==> config.mk <==
export PLATFORM = sky130hd
export DESIGN_NAME = mem_arbiter_flat
export DESIGN_NICKNAME = d
export VERILOG_FILES = /design/src/rtl/mem_arbiter_if.sv /design/src/rtl/mem_arbiter.sv /design/src/flat_wrapper.sv
export SDC_FILE = /design/constraint.sdc
export NUM_CORES = 1
export LEC_CHECK = 0
export CAP_MARGIN = 10
export CORE_AREA = 2 2 115 117
export DETAILED_ROUTE_END_ITERATION = 8
export DIE_AREA = 0 0 117 119
export PLACE_DENSITY = 0.78
export SLEW_MARGIN = 20
export SYNTH_ARGS = -nofsm -noshare
export SYNTH_HDL_FRONTEND = slang
export SYNTH_SLANG_ARGS = --single-unit
==> constraint.sdc <==
create_clock -name clk -period 1.87 [get_ports clk]
set_input_delay 0.561 -clock clk [delete_from_list [all_inputs] [get_ports clk]]
set_output_delay 0.561 -clock clk [all_outputs]
set_load 0.1 [all_outputs]
==> src/rtl/mem_arbiter_if.sv <==
// Requester, memory and status signals shared by the two-port arbiter.
// slave is the arbiter side; master is the requesters plus memory.
interface mem_arbiter_if #(
  parameter int WORD = 32
);
  logic            p0_req;
  logic            p0_we;
  logic [WORD-1:0] p0_addr;
  logic [WORD-1:0] p0_wdata;
  logic            p0_done;
  logic [WORD-1:0] p0_rdata;
  logic            p1_req;
  logic            p1_we;
  logic [WORD-1:0] p1_addr;
  logic [WORD-1:0] p1_wdata;
  logic            p1_done;
  logic [WORD-1:0] p1_rdata;
  logic            mem_read;
  logic            mem_write;
  logic [WORD-1:0] mem_addr;
  logic [WORD-1:0] mem_wdata;
  logic [WORD-1:0] mem_rdata;
  logic            busy;
  logic            gnt_id;

  modport slave (
    input  p0_req, p0_we, p0_addr, p0_wdata,
    input  p1_req, p1_we, p1_addr, p1_wdata,
    input  mem_rdata,
    output p0_done, p0_rdata, p1_done, p1_rdata,
    output mem_read, mem_write, mem_addr, mem_wdata,
    output busy, gnt_id
  );

  modport master (
    output p0_req, p0_we, p0_addr, p0_wdata,
    output p1_req, p1_we, p1_addr, p1_wdata,
    output mem_rdata,
    input  p0_done, p0_rdata, p1_done, p1_rdata,
    input  mem_read, mem_write, mem_addr, mem_wdata,
    input  busy, gnt_id
  );
endinterface

==> src/rtl/mem_arbiter.sv <==
// Round-robin arbiter sharing one single-port data memory between
// instruction fetch (port 0) and load/store (port 1).
module mem_arbiter #(
  parameter int WORD      = 32,
  parameter int ADDR_BITS = 5
) (
  input logic          clk,
  input logic          rst,
  mem_arbiter_if.slave bus
);

  typedef enum logic [1:0] {
    IDLE,
    ISSUE,
    WAIT,
    DONE
  } state_t;

  state_t state_q, state_d;

  logic last_q, last_d;
  logic gnt_q, gnt_d;
  logic we_q, we_d;

  logic            rd_d, wr_d;
  logic            done0_d, done1_d;
  logic            busy_d;
  logic [WORD-1:0] addr_d, wdata_d;
  logic [WORD-1:0] rdata0_d, rdata1_d;

  logic            sel;
  logic            sel_we;
  logic [WORD-1:0] sel_addr;
  logic [WORD-1:0] sel_wdata;
  logic            unused_hi;

  // On a tie the port that did not win last time is served.
  assign sel = (bus.p0_req & bus.p1_req) ? ~last_q : bus.p1_req;

  assign sel_we    = sel ? bus.p1_we    : bus.p0_we;
  assign sel_addr  = sel ? bus.p1_addr  : bus.p0_addr;
  assign sel_wdata = sel ? bus.p1_wdata : bus.p0_wdata;

  assign unused_hi = ^{bus.p0_addr[WORD-1:ADDR_BITS],
                       bus.p1_addr[WORD-1:ADDR_BITS]};

  always_comb begin
    state_d  = state_q;
    last_d   = last_q;
    gnt_d    = gnt_q;
    we_d     = we_q;
    rd_d     = 1'b0;
    wr_d     = 1'b0;
    addr_d   = '0;
    wdata_d  = '0;
    done0_d  = 1'b0;
    done1_d  = 1'b0;
    rdata0_d = bus.p0_rdata;
    rdata1_d = bus.p1_rdata;
    unique case (state_q)
      IDLE: begin
        if (bus.p0_req | bus.p1_req) begin
          state_d = ISSUE;
          gnt_d   = sel;
          last_d  = sel;
          we_d    = sel_we;
          rd_d    = ~sel_we;
          wr_d    = sel_we;
          addr_d  = {{(WORD-ADDR_BITS){1'b0}},
                     sel_addr[ADDR_BITS-1:0]};
          wdata_d = sel_we ? sel_wdata : '0;
        end
      end
      ISSUE: begin
        if (we_q) begin
          state_d = DONE;
          done0_d = ~gnt_q;
          done1_d = gnt_q;
        end else begin
          state_d = WAIT;
        end
      end
      WAIT: begin
        state_d = DONE;
        done0_d = ~gnt_q;
        done1_d = gnt_q;
        if (gnt_q) rdata1_d = bus.mem_rdata;
        else       rdata0_d = bus.mem_rdata;
      end
      DONE: begin
        state_d = IDLE;
      end
      default: begin
        state_d = IDLE;
      end
    endcase
    busy_d = (state_d != IDLE);
  end

  always_ff @(posedge clk) begin
    if (rst) begin
      state_q       <= IDLE;
      last_q        <= 1'b1;
      gnt_q         <= 1'b0;
      we_q          <= 1'b0;
      bus.mem_read  <= 1'b0;
      bus.mem_write <= 1'b0;
      bus.mem_addr  <= '0;
      bus.mem_wdata <= '0;
      bus.p0_done   <= 1'b0;
      bus.p1_done   <= 1'b0;
      bus.p0_rdata  <= '0;
      bus.p1_rdata  <= '0;
      bus.busy      <= 1'b0;
      bus.gnt_id    <= 1'b0;
    end else begin
      state_q       <= state_d;
      last_q        <= last_d;
      gnt_q         <= gnt_d;
      we_q          <= we_d;
      bus.mem_read  <= rd_d;
      bus.mem_write <= wr_d;
      bus.mem_addr  <= addr_d;
      bus.mem_wdata <= wdata_d;
      bus.p0_done   <= done0_d;
      bus.p1_done   <= done1_d;
      bus.p0_rdata  <= rdata0_d;
      bus.p1_rdata  <= rdata1_d;
      bus.busy      <= busy_d;
      bus.gnt_id    <= gnt_d;
    end
  end

endmodule

==> src/flat_wrapper.sv <==
// flat-port wrapper written by rule: the top's interface ports become plain ports
module mem_arbiter_flat 
#(
  parameter int WORD      = 32,
  parameter int ADDR_BITS = 5
)
  (clk, rst, bus_p0_req, bus_p0_we, bus_p0_addr, bus_p0_wdata, bus_p1_req, bus_p1_we, bus_p1_addr, bus_p1_wdata, bus_mem_rdata, bus_p0_done, bus_p0_rdata, bus_p1_done, bus_p1_rdata, bus_mem_read, bus_mem_write, bus_mem_addr, bus_mem_wdata, bus_busy, bus_gnt_id);
  mem_arbiter_if #(.WORD(WORD)) bus_i ();
  input logic clk;
  input logic rst;
  input wire logic [$bits(bus_i.p0_req)-1:0] bus_p0_req;
  input wire logic [$bits(bus_i.p0_we)-1:0] bus_p0_we;
  input wire logic [$bits(bus_i.p0_addr)-1:0] bus_p0_addr;
  input wire logic [$bits(bus_i.p0_wdata)-1:0] bus_p0_wdata;
  input wire logic [$bits(bus_i.p1_req)-1:0] bus_p1_req;
  input wire logic [$bits(bus_i.p1_we)-1:0] bus_p1_we;
  input wire logic [$bits(bus_i.p1_addr)-1:0] bus_p1_addr;
  input wire logic [$bits(bus_i.p1_wdata)-1:0] bus_p1_wdata;
  input wire logic [$bits(bus_i.mem_rdata)-1:0] bus_mem_rdata;
  output wire logic [$bits(bus_i.p0_done)-1:0] bus_p0_done;
  output wire logic [$bits(bus_i.p0_rdata)-1:0] bus_p0_rdata;
  output wire logic [$bits(bus_i.p1_done)-1:0] bus_p1_done;
  output wire logic [$bits(bus_i.p1_rdata)-1:0] bus_p1_rdata;
  output wire logic [$bits(bus_i.mem_read)-1:0] bus_mem_read;
  output wire logic [$bits(bus_i.mem_write)-1:0] bus_mem_write;
  output wire logic [$bits(bus_i.mem_addr)-1:0] bus_mem_addr;
  output wire logic [$bits(bus_i.mem_wdata)-1:0] bus_mem_wdata;
  output wire logic [$bits(bus_i.busy)-1:0] bus_busy;
  output wire logic [$bits(bus_i.gnt_id)-1:0] bus_gnt_id;
  assign bus_i.p0_req = bus_p0_req;
  assign bus_i.p0_we = bus_p0_we;
  assign bus_i.p0_addr = bus_p0_addr;
  assign bus_i.p0_wdata = bus_p0_wdata;
  assign bus_i.p1_req = bus_p1_req;
  assign bus_i.p1_we = bus_p1_we;
  assign bus_i.p1_addr = bus_p1_addr;
  assign bus_i.p1_wdata = bus_p1_wdata;
  assign bus_i.mem_rdata = bus_mem_rdata;
  assign bus_p0_done = bus_i.p0_done;
  assign bus_p0_rdata = bus_i.p0_rdata;
  assign bus_p1_done = bus_i.p1_done;
  assign bus_p1_rdata = bus_i.p1_rdata;
  assign bus_mem_read = bus_i.mem_read;
  assign bus_mem_write = bus_i.mem_write;
  assign bus_mem_addr = bus_i.mem_addr;
  assign bus_mem_wdata = bus_i.mem_wdata;
  assign bus_busy = bus_i.busy;
  assign bus_gnt_id = bus_i.gnt_id;
  mem_arbiter #(.WORD(WORD), .ADDR_BITS(ADDR_BITS)) u_core (.clk(clk), .rst(rst), .bus(bus_i));
endmodule
==> run_1/m1.png <==
Scale bar: 20 um. Supply wires on this layer in gray.
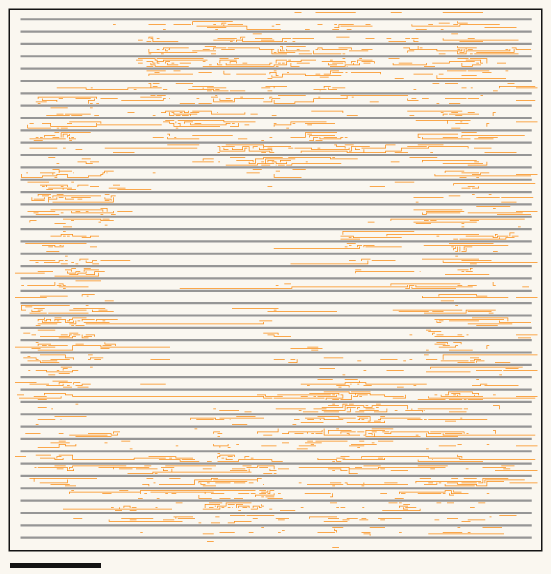
631 nets have wire on it. The layer holds 36% of the routed length.
vias post-DR: 3799
met1 Use GR: 0.1903

==> run_1/m2.png <==
Scale bar: 20 um.
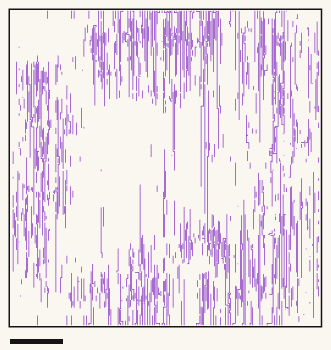
The layer carries 6660 um of wire. 676 nets have wire on it. The longest straight run is 54.9 um. The wires run mostly vertical.
GR Util met2: 0.3219
Routed WL: 12990 um

==> run_1/m3.png <==
Cells faint in the background.
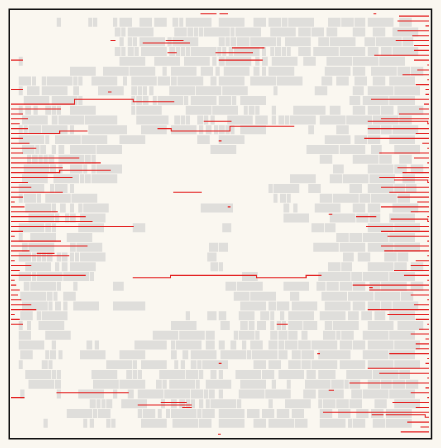
The wires run mostly horizontal. The layer carries 1310 um of wire. 150 nets have wire on it. The longest straight run is 33.8 um. The layer holds 10% of the routed length.

==> impl_metrics.tcl, run 1 <==
# place-and-route summary
set metrics [dict create \
    status "complete, no violations" \
    cts-root-buf "clkbuf_16" \
    grt_max_degree 39 \
    grt-ovfl-total 0 \
    async_flop_share 0 \
    yosys.area_share.xor_xnor 0 \
    syn_avg_cell_area_um2 9.079 \
    hold_path_depth 2 \
    stdcell_count 835 \
    syn2layout_area_growth_pct 91.16 \
    insertion_delay_ps 340 \
    first_iter_violations 188 \
    hp-class "input pin to flop" \
    cp-end-kind "flop" \
    seq-power_w 0.00297 \
    layout_setup_ws_ps 132.4 \
    finalClockSkew_ps 5.776 \
    drv_cap 0 \
    required_ps 2160 \
    ys_sh_aoi 0.1678 \
    pwr-share-clk 0.201 \
    ys_warn_count 0 \
    r2r-start "u_core.state_q[0]$_SDFF_PP0_" \
    synth-cells-yosys 441 \
    rr_worst_depth 6 \
    drive_gt1_frac 0.2158 \
    yosys.area.top_type "dfxtp_1" \
    finalInstanceArea_um2 7654 \
    power.density_nw_per_um2 1230 \
    ys_top_logic_family "AND-OR/OR-AND gates" \
    dp_slack_ps -210.4 \
    top_cell "nand2_1" \
    rows 42 \
    synthCells 441 \
    dp_hpwl_um 10100 \
    hold_buffers 0 \
    placed_area_um2 7365 \
    layout.nets 825 \
    common_cells "nand2_1, dfxtp_1, a21oi_1" \
    p_total_w 0.009416 \
    r2r_slack_ps 210 \
    hold_viol_final 0 \
    synthesis.area_um2 4004 \
    die_area_um2 13920 \
    grt_setup_unrepaired "no" \
    seq_power_share 0.315 \
    warnings 83 \
    startpoint_type "input pin" \
    yosysUniqueCellTypes 29 \
    min_from "rst" \
    fp_util 0.3110 \
    die_h_um 119 \
    num_io_pins 300 \
    cts_buffers 9 \
    drt-pass1-iter-count 4 \
    ctsLongestPathBuffers 2 \
    flop_cell "dfxtp_1" \
    yosys.area.top_type_share 0.5550 \
    worstSetupStartpoint "bus_p0_req" \
    final-setup-viol-count 0 \
    antenna_found_initial 1 \
    fmaxAchievable_ghz 0.5755 \
    top_power_group "combinational cells" \
    min_to "u_core.state_q[1]$_SDFF_PP0_" \
    ys_ff 111 \
    peakVddDrop_mv 1.078 \
    arrival_ps 2020 \
    numClockSinks 111 \
    die_x_um 117 \
    comb-power_w 0.00455 \
    htree_levels 3 \
    endpoint "u_core.bus.mem_wdata[13]$_SDFF_PP0_" \
]
run 1: cells in the final DEF (no fill, tap or decap), types with 2 or more instances in the layout:
cell	Yosys	layout
nor2_1	10	10
clkdlybuf4s50_1	0	110
nor2b_1	4	3
mux2i_1	6	6
buf_12	0	110
inv_1	3	3
o21ai_0	2	2
a21oi_1	65	65
clkbuf_16	0	9
a22o_1	32	32
dfxtp_1	111	111
buf_4	28	14
nand2_1	131	131
conb_1	1	27
ha_1	4	4
run 1: layout make-up:
cell class                 instances  area (um^2)  area share
sequential                       111         2222      0.2903
clock inverter                     3        43.79    0.005722
tap                              176        220.2     0.02877
clock buffer                      11        242.7     0.03171
antenna                            1        2.502   0.0003270
inverter                           3        11.26    0.001471
timing repair buffer             235         3413      0.4460
multi-input combinational        295         1498      0.1957
run 1: per-layer routing:
| metal | GRT usage | part of all wire | wire [um] | vias to the layer above |
|---|---|---|---|---|
| met5 | 0 | 0 | 0 | - |
| met4 | 0.06765 | 0.023 | 297 | 0 |
| met3 | 0.07226 | 0.10 | 1314 | 19 |
| met2 | 0.3219 | 0.51 | 6661 | 185 |
| met1 | 0.1903 | 0.36 | 4715 | 1767 |
| li1 | - | - | - | 1828 |
run 1: worst max-delay path, stage by stage:
cell and delay [ps]:
clkdlybuf4s50_1 470, buf_4 170, a21boi_2 230, and3_4 230, buf_12 180, a22o_1 170
run 1: state kept, by name (all words and copies together) (netlist names):
name,flops
u_core.bus.mem_write,1
u_core.bus.mem_addr,5
u_core.bus.busy,1
u_core.we_q,1
u_core.bus.gnt_id,1
u_core.bus.p1_done,1
u_core.state_q,2
u_core.bus.p0_rdata,32
u_core.bus.mem_read,1
u_core.bus.p0_done,1
u_core.bus.mem_wdata,32
u_core.last_q,1
u_core.bus.p1_rdata,32
==> run 2: changes to the inputs <==
- ABC_CLOCK_PERIOD_IN_PS: not set -> 1870
==> run 2 against run 1 <==
Largest cell class unchanged. Critical endpoint unchanged. Sequential power about the same. First-iteration DRC count unchanged. Highest routed layer unchanged. Clock power about the same. Largest power group unchanged.
==> impl_metrics.tcl, run 2 <==
# place-and-route summary
set metrics [dict create \
    status "complete, no violations" \
    crit_chain "clkdlybuf4s50_1 > buf_4 > a21boi_2 > and3_4 > buf_12 > a22o_1" \
    yosysUniqueCellTypes 29 \
    cp-end-kind "flop" \
    path_buffers 3 \
    layout.nets 825 \
    min_from "rst" \
    layout_setup_ws_ps 132.4 \
    dp_hpwl_um 10100 \
    wl_met3_um 1314 \
    met2_length_um 6661 \
    reg_top3 "u_core.bus.mem_wdata: 32 flops, u_core.bus.p0_rdata: 32 flops, u_core.bus.p1_rdata: 32 flops" \
    htree_levels 3 \
    drt-met1-wl_um 4715 \
    fmaxAchievable_ghz 0.5755 \
    p_total_w 0.009416 \
    cts_buffers 9 \
    met1_usage 0.1903 \
    synth-cells-yosys 441 \
    yosys.area.top_type_share 0.5550 \
    die_area_um2 13920 \
    startpoint_type "input pin" \
    syn2layout_area_growth_pct 91.16 \
    async_flop_share 0 \
    dp_slack_ps -210.4 \
    finalClockSkew_ps 5.776 \
    peakVddDrop_mv 1.078 \
    die_x_um 117 \
    antenna_found_initial 1 \
    cts-root-buf "clkbuf_16" \
    top_cell "nand2_1" \
    dr.max_layer_used "met4" \
    ctsLongestPathBuffers 2 \
    syn_avg_cell_area_um2 9.079 \
    rows 42 \
    drt-pass1-iter-count 4 \
    lay_top_cells "nand2_1, dfxtp_1, clkdlybuf4s50_1, buf_12, a21oi_1" \
    gr-max-usage-layer "met2" \
    vias 3799 \
    regArea_um2 2222 \
    use_met2 0.3219 \
    r2r-start "u_core.state_q[0]$_SDFF_PP0_" \
    num_io_pins 300 \
    die_h_um 119 \
    grt_setup_unrepaired "no" \
    synthesis.area_um2 4004 \
    placed_area_um2 7365 \
    hold_buffers 0 \
    finalInstanceArea_um2 7654 \
    layout_top_cell "nand2_1" \
    numClockSinks 111 \
    hold_path_depth 2 \
    min_to "u_core.state_q[1]$_SDFF_PP0_" \
    drive_gt1_frac 0.2158 \
    yosys.area.top_type "dfxtp_1" \
    common_cells "nand2_1, dfxtp_1, a21oi_1" \
    met3_usage 0.07226 \
    stdcell_count 835 \
    arrival_ps 2020 \
    required_ps 2160 \
    grt_max_degree 39 \
    final-setup-viol-count 0 \
    grt-ovfl-total 0 \
    ys_warn_count 0 \
    slowest_delay_ps 470 \
    power.density_nw_per_um2 1230 \
    flop_cell "dfxtp_1" \
    synthCells 441 \
]
==> run 2: report_power, final <==
group	switching (W)	internal (W)	leakage, nW
Sequential	0.000293	0.00267	0.901
Clock	0.000831	0.00106	0.142
Combinational	0.00296	0.00159	1.90
Total	0.00408	0.00533	2.95
==> run 2: area by class of cell <==
class | count | share of cell area
tap | 176 | 0.02877
clock buffer | 11 | 0.03171
clock inverter | 3 | 0.005722
inverter | 3 | 0.001471
antenna | 1 | 0.0003270
sequential | 111 | 0.2903
timing repair buffer | 235 | 0.4460
multi-input combinational | 295 | 0.1957
==> run 2: cell families (layout without fill, tap and decap cells) <==
kind of cell             after synthesis  in the layout  synth area share
multiplexers                           6              6           0.01500
AND-OR/OR-AND                        106            106            0.1678
buffers and inverters                 61            252           0.09594
flip-flops                           111            111            0.5550
adder cells (fa/ha/maj)                4              4           0.01250
other                                  1             28         0.0009366
AND/OR/NAND/NOR                      152            152            0.1528
==> run 2: worst max-delay path by stage <==
stage,startpoint,to,slack (ps),depth (start not counted)
2_1_floorplan,u_core.bus.gnt_id$_SDFFE_PP0P_,u_core.bus.p0_rdata[10]$_SDFFE_PP0P_,20,4
3_3_place_gp,bus_p1_req,u_core.bus.busy$_SDFF_PP0_,-180,4
3_5_place_dp,bus_p0_req,u_core.bus.mem_wdata[19]$_SDFF_PP0_,-210,6
4_1_cts,bus_p0_req,u_core.bus.mem_wdata[19]$_SDFF_PP0_,140,6
5_1_grt,bus_p0_req,u_core.bus.mem_wdata[19]$_SDFF_PP0_,60,6
6_report,bus_p0_req,u_core.bus.mem_wdata[13]$_SDFF_PP0_,130,6
==> run_2/m1.png <==
Scale bar: 20 um. Supply wires on this layer in gray.
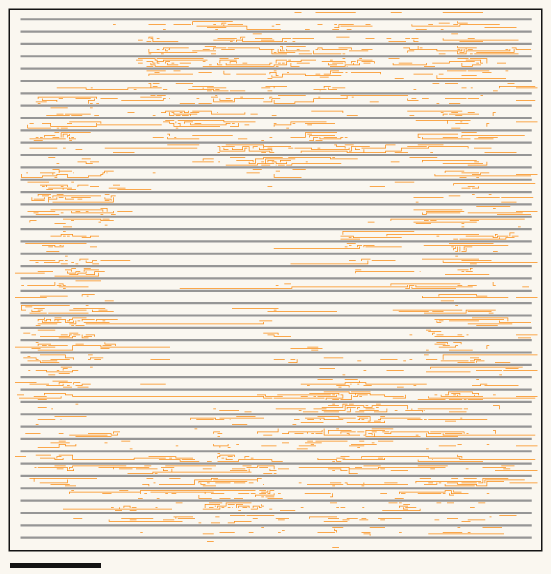
The longest straight run is 42.1 um. The layer carries 4720 um of wire.

No activity file was given, so power comes from the tool's default toggle rates.
